==> run_1/final_congestion.png <==
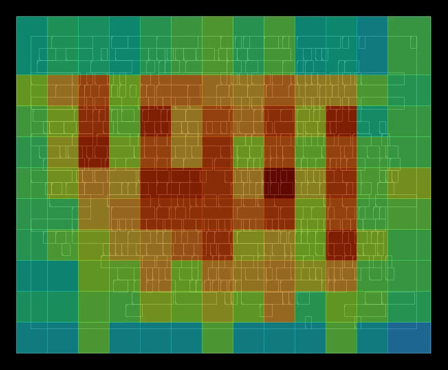
==> run_1/registers.png <==
Bar = 20 um.
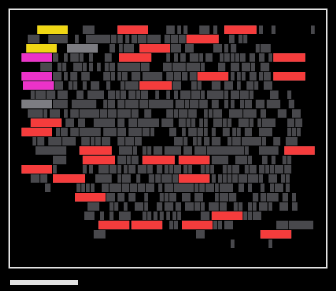
==> run_1/gate_families.png <==
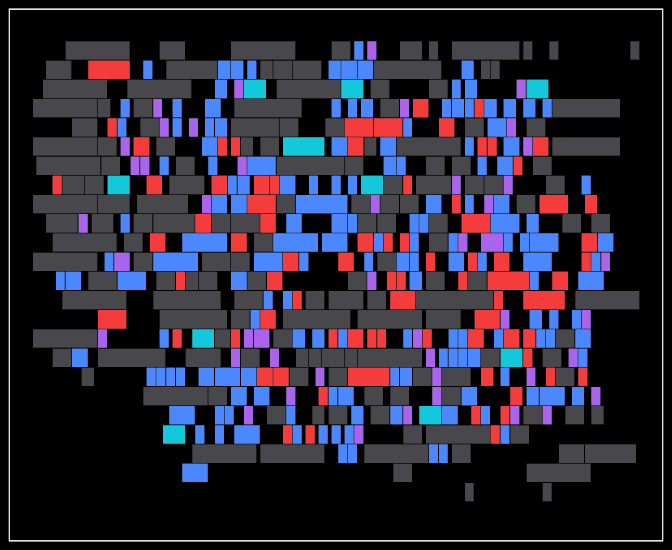
File: src/rtl/shock_pkg.sv
// Shared shock-path FSM states and default timing constants.
// Also used by the downstream shock-duration timer.
package shock_pkg;

  localparam int unsigned SHOCK_SYNC_STAGES     = 2;
  localparam int unsigned SHOCK_DEBOUNCE_CYCLES = 50_000;
  localparam int unsigned SHOCK_COOLDOWN_CYCLES = 25_000_000;

  typedef enum logic [2:0] {
    S_IDLE,
    S_DEBOUNCE,
    S_FIRE,
    S_COOLDOWN,
    S_REARM
  } shock_det_state_e;

  // Width of a timer shared by two timed states, never below one bit.
  function automatic int unsigned shock_cnt_w(input int unsigned a, input int unsigned b);
    int unsigned m;
    m = (a > b) ? a : b;
    return (m > 1) ? $clog2(m) : 1;
  endfunction

endpackage

File: src/rtl/sensor_sync.sv
// N-stage reset-to-0 synchronizer for a single asynchronous input bit.
module sensor_sync #(
  parameter int unsigned STAGES = 2
) (
  input  logic i_clk,
  input  logic i_rst_n,
  input  logic i_d,
  output logic o_q
);

  logic [STAGES-1:0] sync_r;

  always_ff @(posedge i_clk or negedge i_rst_n) begin
    if (!i_rst_n) sync_r <= '0;
    else          sync_r <= {sync_r[STAGES-2:0], i_d};
  end

  assign o_q = sync_r[STAGES-1];

endmodule

File: src/rtl/shock_event_detector.sv
// Synchronize, debounce and rate-limit the shock sensor into one o_shock pulse per impact.
// Optional saturating event counter enabled by the SHOCK_DET_COUNT_EN macro.
module shock_event_detector
  import shock_pkg::*;
#(
  parameter int unsigned SYNC_STAGES     = SHOCK_SYNC_STAGES,
  parameter int unsigned DEBOUNCE_CYCLES = SHOCK_DEBOUNCE_CYCLES,
  parameter int unsigned COOLDOWN_CYCLES = SHOCK_COOLDOWN_CYCLES,
  parameter int unsigned COUNT_W         = 8
) (
  input  logic               i_clk,
  input  logic               i_rst_n,
  input  logic               i_sensor,
  input  logic               i_enable,
  input  logic               i_clear_count,
  output logic               o_shock,
  output logic               o_busy,
  output logic [COUNT_W-1:0] o_shock_count
);

  localparam int unsigned CNT_W = shock_cnt_w(DEBOUNCE_CYCLES, COOLDOWN_CYCLES);
  localparam logic [CNT_W-1:0] DEB_LAST  = CNT_W'(DEBOUNCE_CYCLES - 1);
  localparam logic [CNT_W-1:0] COOL_LAST = CNT_W'(COOLDOWN_CYCLES - 1);

  shock_det_state_e state_r, state_nxt;
  logic [CNT_W-1:0] cnt_r, cnt_nxt;
  logic             sens_s;
  logic             fire_entry_c;

  sensor_sync #(.STAGES(SYNC_STAGES)) u_sensor_sync (
    .i_clk   (i_clk),
    .i_rst_n (i_rst_n),
    .i_d     (i_sensor),
    .o_q     (sens_s)
  );

  // Next-state and shared timer update.
  always_comb begin
    state_nxt = state_r;
    cnt_nxt   = cnt_r;
    case (state_r)
      S_IDLE: begin
        cnt_nxt = '0;
        if (i_enable && sens_s) state_nxt = S_DEBOUNCE;
      end
      S_DEBOUNCE: begin
        if (!sens_s || !i_enable) begin
          state_nxt = S_IDLE;
          cnt_nxt   = '0;
        end else if (cnt_r == DEB_LAST) begin
          state_nxt = S_FIRE;
          cnt_nxt   = '0;
        end else begin
          cnt_nxt = cnt_r + CNT_W'(1);
        end
      end
      S_FIRE: begin
        state_nxt = S_COOLDOWN;
        cnt_nxt   = '0;
      end
      S_COOLDOWN: begin
        if (cnt_r == COOL_LAST) begin
          state_nxt = S_REARM;
          cnt_nxt   = '0;
        end else begin
          cnt_nxt = cnt_r + CNT_W'(1);
        end
      end
      S_REARM: begin
        if (!sens_s) state_nxt = S_IDLE;
      end
      default: begin
        state_nxt = S_IDLE;
        cnt_nxt   = '0;
      end
    endcase
  end

  assign fire_entry_c = (state_nxt == S_FIRE);

  // Outputs are registered from the next state so they track state_r exactly.
  always_ff @(posedge i_clk or negedge i_rst_n) begin
    if (!i_rst_n) begin
      state_r <= S_IDLE;
      cnt_r   <= '0;
      o_shock <= 1'b0;
      o_busy  <= 1'b0;
    end else begin
      state_r <= state_nxt;
      cnt_r   <= cnt_nxt;
      o_shock <= fire_entry_c;
      o_busy  <= (state_nxt == S_COOLDOWN) || (state_nxt == S_REARM);
    end
  end

`ifdef SHOCK_DET_COUNT_EN
  localparam logic [COUNT_W-1:0] COUNT_MAX = '1;

  // A clear that coincides with a new shock keeps that shock.
  always_ff @(posedge i_clk or negedge i_rst_n) begin
    if (!i_rst_n) begin
      o_shock_count <= '0;
    end else if (i_clear_count) begin
      o_shock_count <= fire_entry_c ? COUNT_W'(1) : '0;
    end else if (fire_entry_c && (o_shock_count != COUNT_MAX)) begin
      o_shock_count <= o_shock_count + COUNT_W'(1);
    end
  end
`else
  logic unused_clear_count;
  assign unused_clear_count = i_clear_count;
  assign o_shock_count      = '0;
`endif

endmodule
File: config.mk
export PLATFORM = sky130hd
export DESIGN_NAME = shock_event_detector
export DESIGN_NICKNAME = d
export VERILOG_FILES = /design/src/rtl/shock_pkg.sv /design/src/rtl/sensor_sync.sv /design/src/rtl/shock_event_detector.sv
export SDC_FILE = /design/constraint.sdc
export NUM_CORES = 1
export LEC_CHECK = 0
export ABC_AREA = 1
export CAP_MARGIN = 20
export CORE_ASPECT_RATIO = 0.8
export CORE_MARGIN = 3
export CORE_UTILIZATION = 40
export DETAILED_ROUTE_END_ITERATION = 12
export HOLD_SLACK_MARGIN = 0.06
export PLACE_DENSITY = 0.62
export SYNTH_ARGS = -nofsm -noshare
export SYNTH_HDL_FRONTEND = slang
export SYNTH_SLANG_ARGS = --single-unit
File: constraint.sdc
create_clock -name i_clk -period 1.4 [get_ports i_clk]
set_input_delay 0.21 -clock i_clk [delete_from_list [all_inputs] [get_ports i_clk]]
set_output_delay 0.21 -clock i_clk [all_outputs]
set_load 0.01 [all_outputs]
==> results.json, run 1 <==
{
  "synth.yosys.warnings": 0,
  "regToRegEndpoint": "cnt_r[3]",
  "cell_internal_pwr_mw": 1.47,
  "synthXorXnorAreaFrac": 0.0367,
  "cts_resized": 46,
  "non_clock_buffer_area_share": 0.202,
  "post_synth_inst_count": 354,
  "non_clock_buffer_count": 85,
  "crit_start": "cnt_r[1]",
  "final_critical_path_setup_slack_ps": -146,
  "final_layout_size_suffix_gt1_frac": 0.423,
  "clock_tree.root_cell": "sky130_fd_sc_hd__clkbuf_8",
  "post_synth_and_or_nand_nor_area_fraction": 0.464,
  "worstPathRequired_ps": 1580,
  "timing.setup.critical_path_class": "reg2reg",
  "ys_top_cells_by_area": "sky130_fd_sc_hd__dfrtp_1, sky130_fd_sc_hd__nand2_1, sky130_fd_sc_hd__nor2_1, sky130_fd_sc_hd__nand3_1, sky130_fd_sc_hd__inv_1",
  "tapCellCount": 78,
  "critPathBufInv": 2,
  "critical_path.top_delay_family": "simple AND/OR/NAND/NOR gates",
  "finish.instance_area_sq_mm": 0.00352,
  "setup-tns-final_ps": -2530,
  "largest_register_ffs": 25,
  "regToRegSetupSlack_ps": -150,
  "yosys.area_share.adder": 0.00524,
  "regMostFlops": "cnt_r",
  "antenna_violating_nets_post_route": 0,
  "mux_area_share": 0,
  "grt_pass1_wl_mm": 11.8,
  "antenna_found_initial": 0,
  "power.static_leakage_nw": 1.73,
  "cts_tree": "built",
  "largest_registers": "cnt_r: 25 flops, state_r: 3 flops, u_sensor_sync.sync_r: 2 flops",
  "power_frac_clock": 0.483,
  "post_cts_buffers": 2,
  "initialDrtViolationCount": 255,
  "dp_cells": 503,
  "synth-seq-area-share": 0.335,
  "postCtsHoldBufs": 0,
  "part_of_the_total_power_dissipated_in_combinational_logic": 0.031,
  "cts_max_path_buffers": 2,
  "grt.met3_usage": 0.0400,
  "yosysChipArea_sq_mm": 0.00239,
  "cts_made_buffers": 5,
  "num_vias": 2635,
  "drc_errors": 0,
  "violations": "negative setup slack",
  "hold-worst-slack_ps": 271,
  "combAreaFraction": 0.457,
  "kind_of_start_point_of_the_critical_path": "register",
  "end_kind": "register",
  "synth.yosys.num_cells": 354,
  "die_width_um": 92.4,
  "detailed_place.area_sq_mm": 0.00306,
  "sequential_cell_area_sq_um": 813,
  "power.total_mw": 1.91,
  "clk_pin_slew_worst_paths_ps": 80,
  "pwr_density_mw_per_mm2": 541,
  "place_worst_setup_slack_ps": -143,
  "clkCellAreaFrac": 0.0316,
  "layout.cells.largest_class": "logic gates",
  "ff_count": 32,
  "port_buffers": 5,
  "routed_length_on_met1_mm": 3.52,
  "power.group.top": "registers",
  "routed_wirelength_mm": 7.67,
  "rsz0062_at_grt": "true",
  "num_io_pins": 15,
  "synth-edff-count": 0,
  "cts-htree-levels": 2,
  "grtUsageMet1": 0.309,
  "cp_slowest_stage_delay_ps": 410,
  "ff2ff_path_depth": 10,
  "critPathArrivalTime_ps": 1730,
  "most_used_standard_cells_in_the_synthesized_netlist": "sky130_fd_sc_hd__nand2_1, sky130_fd_sc_hd__nor2_1, sky130_fd_sc_hd__inv_1",
  "clock_sink_count": 32,
  "areaGrowthSynthToFinish_pct": 47.6,
  "post_synthesis_compound_gate_area_fraction": 0.0471,
  "grt-ovfl-total": 0,
  "drtPass1Iterations": 5,
  "timing_hold_violations_final": 0,
  "yosys.cell_count.top_type": "sky130_fd_sc_hd__nand2_1",
  "grt_start_max_net_pins": 33,
  "lay_top_cells": "sky130_fd_sc_hd__nand2_1, sky130_fd_sc_hd__buf_4, sky130_fd_sc_hd__nor2_1",
  "logic_area_sq_mm": 0.00161,
  "achievable-frequency_mhz": 647,
  "synth_cell_type_count": 34,
  "top_layer_used": "met4",
  "reg2reg_from": "cnt_r[1]",
  "switching_share": 0.227,
  "coreArea_sq_mm": 0.00562,
  "floorplan.core_util": 0.425,
  "diodes": 0,
  "avgViaCountPerCell": 5.07,
  "cp_max_fo": 6,
  "synth_flop_count": 32,
  "fillerInstances": 521,
  "outcome": "complete, but fails checks",
  "p_switching_mw": 0.434,
  "netlist_logic_family_top": "simple AND/OR/NAND/NOR gates",
  "post_synth.cell_area_avg_sq_um": 6.75,
  "powerComb_mw": 0.0583,
  "seq_power_share": 0.486,
  "clock-skew-final_ps": 4.98,
  "syn_area_sq_mm": 0.00239,
  "logic_inverters": 45,
  "hold_class": "in2async",
  "finalCriticalPeriod_ps": 1550,
  "final_non_filler_cell_total": 520,
  "pg_clk_mw": 0.922,
  "clk_lat_worst_skew_ps": 290,
  "n_multi_input_combinational_cell": 272,
  "drv.max_cap_violation_count": 0,
  "vias_in_the_first_global_route": 2384,
  "timing_max_transition_violations_final": 0,
  "warning_count": 29,
  "globalplace.congestion": 0.901,
  "critPathSlowestCell": "sky130_fd_sc_hd__dfrtp_1",
  "dpl.hpwl_mm": 5.49,
  "post-synth-top-area-cell": "sky130_fd_sc_hd__dfrtp_1",
  "post-route-period-util": 1.10,
  "cp_cell_sequence": "ha_4 -> nand3_4 -> clkinv_4 -> nand2_4 -> nor2_4 -> nand2_4 -> nand2_4 -> nand3_4 -> inv_4 -> nor2_1",
  "route.met2.wl_mm": 3.59,
  "lay_top_count": "sky130_fd_sc_hd__nand2_1",
  "rows": 24,
  "cp.depth": 10,
  "finalSetupViolCount": 28,
  "num-clock-buffers": 5,
  "ir_drop_mv": 0.385,
  "die_height_um": 75.1,
  "crit_path_frequent_cell": "sky130_fd_sc_hd__nand2_4",
  "wl_per_cell_um": 14.8,
  "final_net_count": 447,
  "synth.top_cell.area_share": 0.335
}
Back to the opening pictures, final_congestion.png:
fraction of the core area covered by cells at the end of the flow: 0.628
Top Usage Layer GRT: met2
met2 GRT Util: 0.356
combined global-route utilization of all metal layers: 0.224

Back to the opening pictures, registers.png:
color	netlist name	flops
magenta	`state_r`	3
yellow	`u_sensor_sync.sync_r`	2
red	`cnt_r`	25
not colored	2
Seq/total area: 0.231
power in sequential cells: 0.928 mW

Back to the opening pictures, gate_families.png:
color	family	cells	most used
blue	NAND gates	154	nand2_1
cyan	XOR/XNOR gates	10	xor2_1
red	NOR gates	78	nor2_1
purple	inverters	45	inv_1

==> run_1/clock_map.png <==
Bar = 20 um.
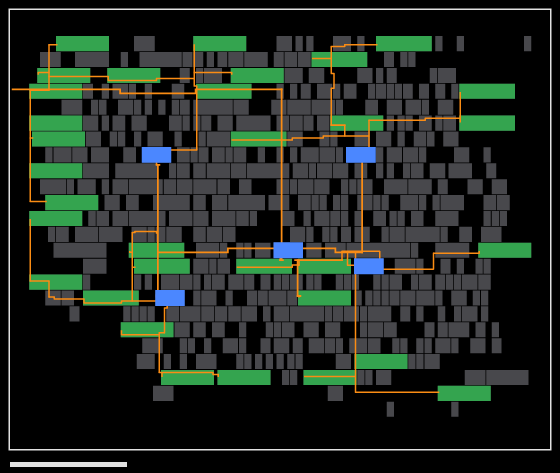

==> run 2: changes to the inputs <==
--- a/config.mk
+++ b/config.mk
@@ -7,12 +7,14 @@
 export LEC_CHECK = 0
 export ABC_AREA = 1
 export CAP_MARGIN = 20
+export CELL_PAD_IN_SITES_DETAIL_PLACEMENT = 0
+export CELL_PAD_IN_SITES_GLOBAL_PLACEMENT = 2
 export CORE_ASPECT_RATIO = 0.8
 export CORE_MARGIN = 3
-export CORE_UTILIZATION = 40
+export CORE_UTILIZATION = 30
 export DETAILED_ROUTE_END_ITERATION = 12
 export HOLD_SLACK_MARGIN = 0.06
-export PLACE_DENSITY = 0.62
+export PLACE_DENSITY = 0.78
 export SYNTH_ARGS = -nofsm -noshare
 export SYNTH_HDL_FRONTEND = slang
 export SYNTH_SLANG_ARGS = --single-unit
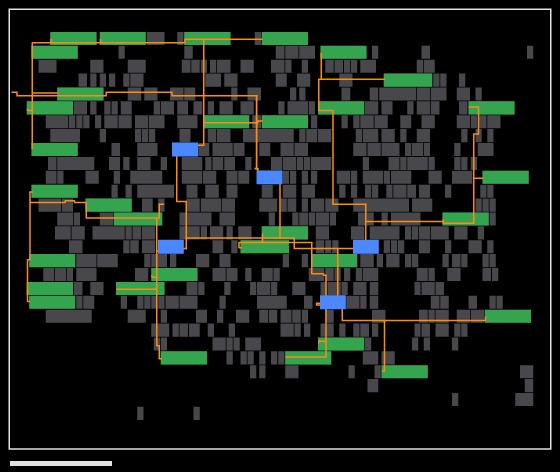
(run_2/clock_map.png)
Bar = 20 um.
[orange] clock wires | length: 573 um
[green] flip-flops | count: 32
[blue] cells driving clock nets | count: 5
routed clock nets	6
flops lie	all over the die
clock network power share: 0.483
Fin Clk Skew: 5.96 ps
clk_lat worst skew: 290 ps
reported clock group power: 0.917 mW

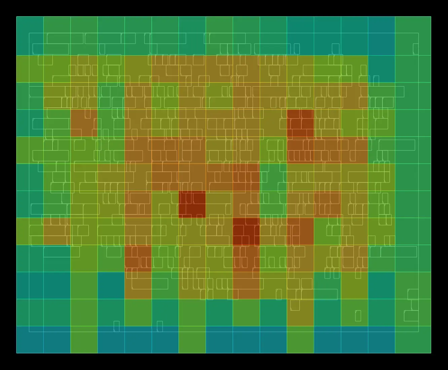
(run_2/final_congestion.png)
fraction of the core area covered by cells at the end of the flow: 0.470
combined global-route utilization of all metal layers: 0.176
wire length per cell after detailed routing: 13.8 um

==> run 2 against run 1 <==
The run still ends with negative setup slack left. Clock power decreased by 0.5%. Register-to-register slack got worse by 40 ps. Count of clock-buffer cells in the layout increased by 1. Setup slack worse by 37 ps. Sequential share of layout area fell by 0.42 points. Global-route usage decreased by 4.8 points. Final area is 0.92% higher. Critical endpoint unchanged. Largest cell class unchanged.
==> results.json, run 2 <==
{
  "outcome": "complete, but fails checks",
  "violations": "negative setup slack",
  "lay_top_cells": "sky130_fd_sc_hd__buf_4, sky130_fd_sc_hd__nand2_1, sky130_fd_sc_hd__nor2_1",
  "hold-worst-slack_ps": 354,
  "critical_path.top_delay_family": "simple AND/OR/NAND/NOR gates",
  "regToRegEndpoint": "cnt_r[3]",
  "initialDrtViolationCount": 89,
  "hold_class": "reg2reg",
  "ir_drop_mv": 0.377,
  "switching_share": 0.225,
  "num_vias": 2514,
  "dp_cells": 542,
  "reg2reg_from": "cnt_r[1]",
  "port_buffers": 5,
  "yosys.area_share.adder": 0.00524,
  "clkCellAreaFrac": 0.0302,
  "post_synth.cell_area_avg_sq_um": 6.75,
  "detailed_place.area_sq_mm": 0.00315,
  "sh_seq_area": 0.227,
  "rows": 28,
  "vias_in_the_first_global_route": 2452,
  "yosys.cell_count.top_type": "sky130_fd_sc_hd__nand2_1",
  "final_critical_path_setup_slack_ps": -183,
  "kind_of_start_point_of_the_critical_path": "register",
  "tapCellCount": 105,
  "crit_path_frequent_cell": "sky130_fd_sc_hd__nand2_4",
  "seq_power_share": 0.489,
  "num_io_pins": 15,
  "sequentialPower_mw": 0.928,
  "layout.cells.largest_class": "logic gates",
  "post_cts_buffers": 2,
  "synthXorXnorAreaFrac": 0.0367,
  "post_synth_and_or_nand_nor_area_fraction": 0.464,
  "ff_count": 32,
  "power.static_leakage_nw": 1.76,
  "top_layer_used": "met4",
  "globalRouteMet2Util": 0.270,
  "drtPass1Iterations": 5,
  "clock_sink_count": 32,
  "part_of_the_total_power_dissipated_in_combinational_logic": 0.028,
  "grt_most_used_layer": "met2",
  "antenna_violating_nets_post_route": 0,
  "ff2ff_path_depth": 10,
  "ys_top_cells_by_area": "sky130_fd_sc_hd__dfrtp_1, sky130_fd_sc_hd__nand2_1, sky130_fd_sc_hd__nor2_1, sky130_fd_sc_hd__nand3_1, sky130_fd_sc_hd__inv_1",
  "cts-htree-levels": 2,
  "sequential_cell_area_sq_um": 806,
  "setup-tns-final_ps": -3610,
  "largest_register_ffs": 25,
  "final_net_count": 457,
  "lay_top_count": "sky130_fd_sc_hd__buf_4",
  "grt_pass1_wl_mm": 12.4,
  "critPathBufInv": 2,
  "num-clock-buffers": 6,
  "worstPathRequired_ps": 1580,
  "synth_cell_type_count": 34,
  "critPathSlowestCell": "sky130_fd_sc_hd__dfrtp_1",
  "most_used_standard_cells_in_the_synthesized_netlist": "sky130_fd_sc_hd__nand2_1, sky130_fd_sc_hd__nor2_1, sky130_fd_sc_hd__inv_1",
  "post_synthesis_compound_gate_area_fraction": 0.0471,
  "coreArea_sq_mm": 0.00757,
  "timing.setup.critical_path_class": "reg2reg",
  "drv.max_cap_violation_count": 0,
  "drc_errors": 0,
  "combAreaFraction": 0.443,
  "largest_registers": "cnt_r: 25 flops, state_r: 3 flops, u_sensor_sync.sync_r: 2 flops",
  "fillerInstances": 770,
  "finalSetupViolCount": 29,
  "post-synth-top-area-cell": "sky130_fd_sc_hd__dfrtp_1",
  "post_synth_inst_count": 354,
  "yosysChipArea_sq_mm": 0.00239,
  "non_clock_buffer_count": 95,
  "power.total_mw": 1.90,
  "grt-ovfl-total": 0,
  "cell_internal_pwr_mw": 1.47,
  "cp_cell_sequence": "ha_4 -> nand3_4 -> clkinv_4 -> nand2_4 -> nor2_4 -> nand2_4 -> nand2_4 -> nand3_4 -> inv_4 -> nor2_1",
  "power.group.top": "registers",
  "crit_start": "cnt_r[1]",
  "route.met2.wl_mm": 3.30,
  "antenna_found_initial": 0,
  "dpl.hpwl_mm": 5.98,
  "achievable-frequency_mhz": 632,
  "synth.yosys.warnings": 0,
  "warning_count": 29,
  "cp_slowest_stage_delay_ps": 420,
  "n_multi_input_combinational_cell": 272,
  "finalCriticalPeriod_ps": 1580,
  "synth-seq-area-share": 0.335,
  "clk_pin_slew_worst_paths_ps": 70,
  "regToRegSetupSlack_ps": -180,
  "routed_wirelength_mm": 7.67,
  "globalplace.congestion": 0.928,
  "regMostFlops": "cnt_r",
  "rsz0062_at_grt": "true",
  "netlist_logic_family_top": "simple AND/OR/NAND/NOR gates",
  "synth_flop_count": 32,
  "routed_length_on_met1_mm": 4.04,
  "final_layout_size_suffix_gt1_frac": 0.376,
  "cp.depth": 10,
  "synth.yosys.num_cells": 354,
  "cts_made_buffers": 5,
  "mux_area_share": 0,
  "non_clock_buffer_area_share": 0.212,
  "synth.top_cell.area_share": 0.335,
  "cp_max_fo": 6,
  "avgViaCountPerCell": 4.51
}
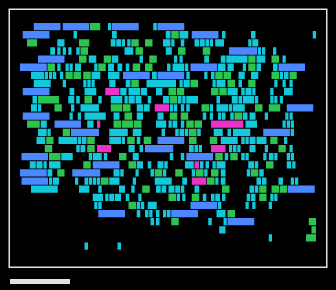
(run_2/cell_classes.png)
Bar = 20 um.
color	class	cells
green	other buffers and delay cells	95
blue	flip-flops	32
cyan	all other logic	317
magenta	clock drivers and dummy loads	8

Power is estimated from default activity; no workload was simulated.
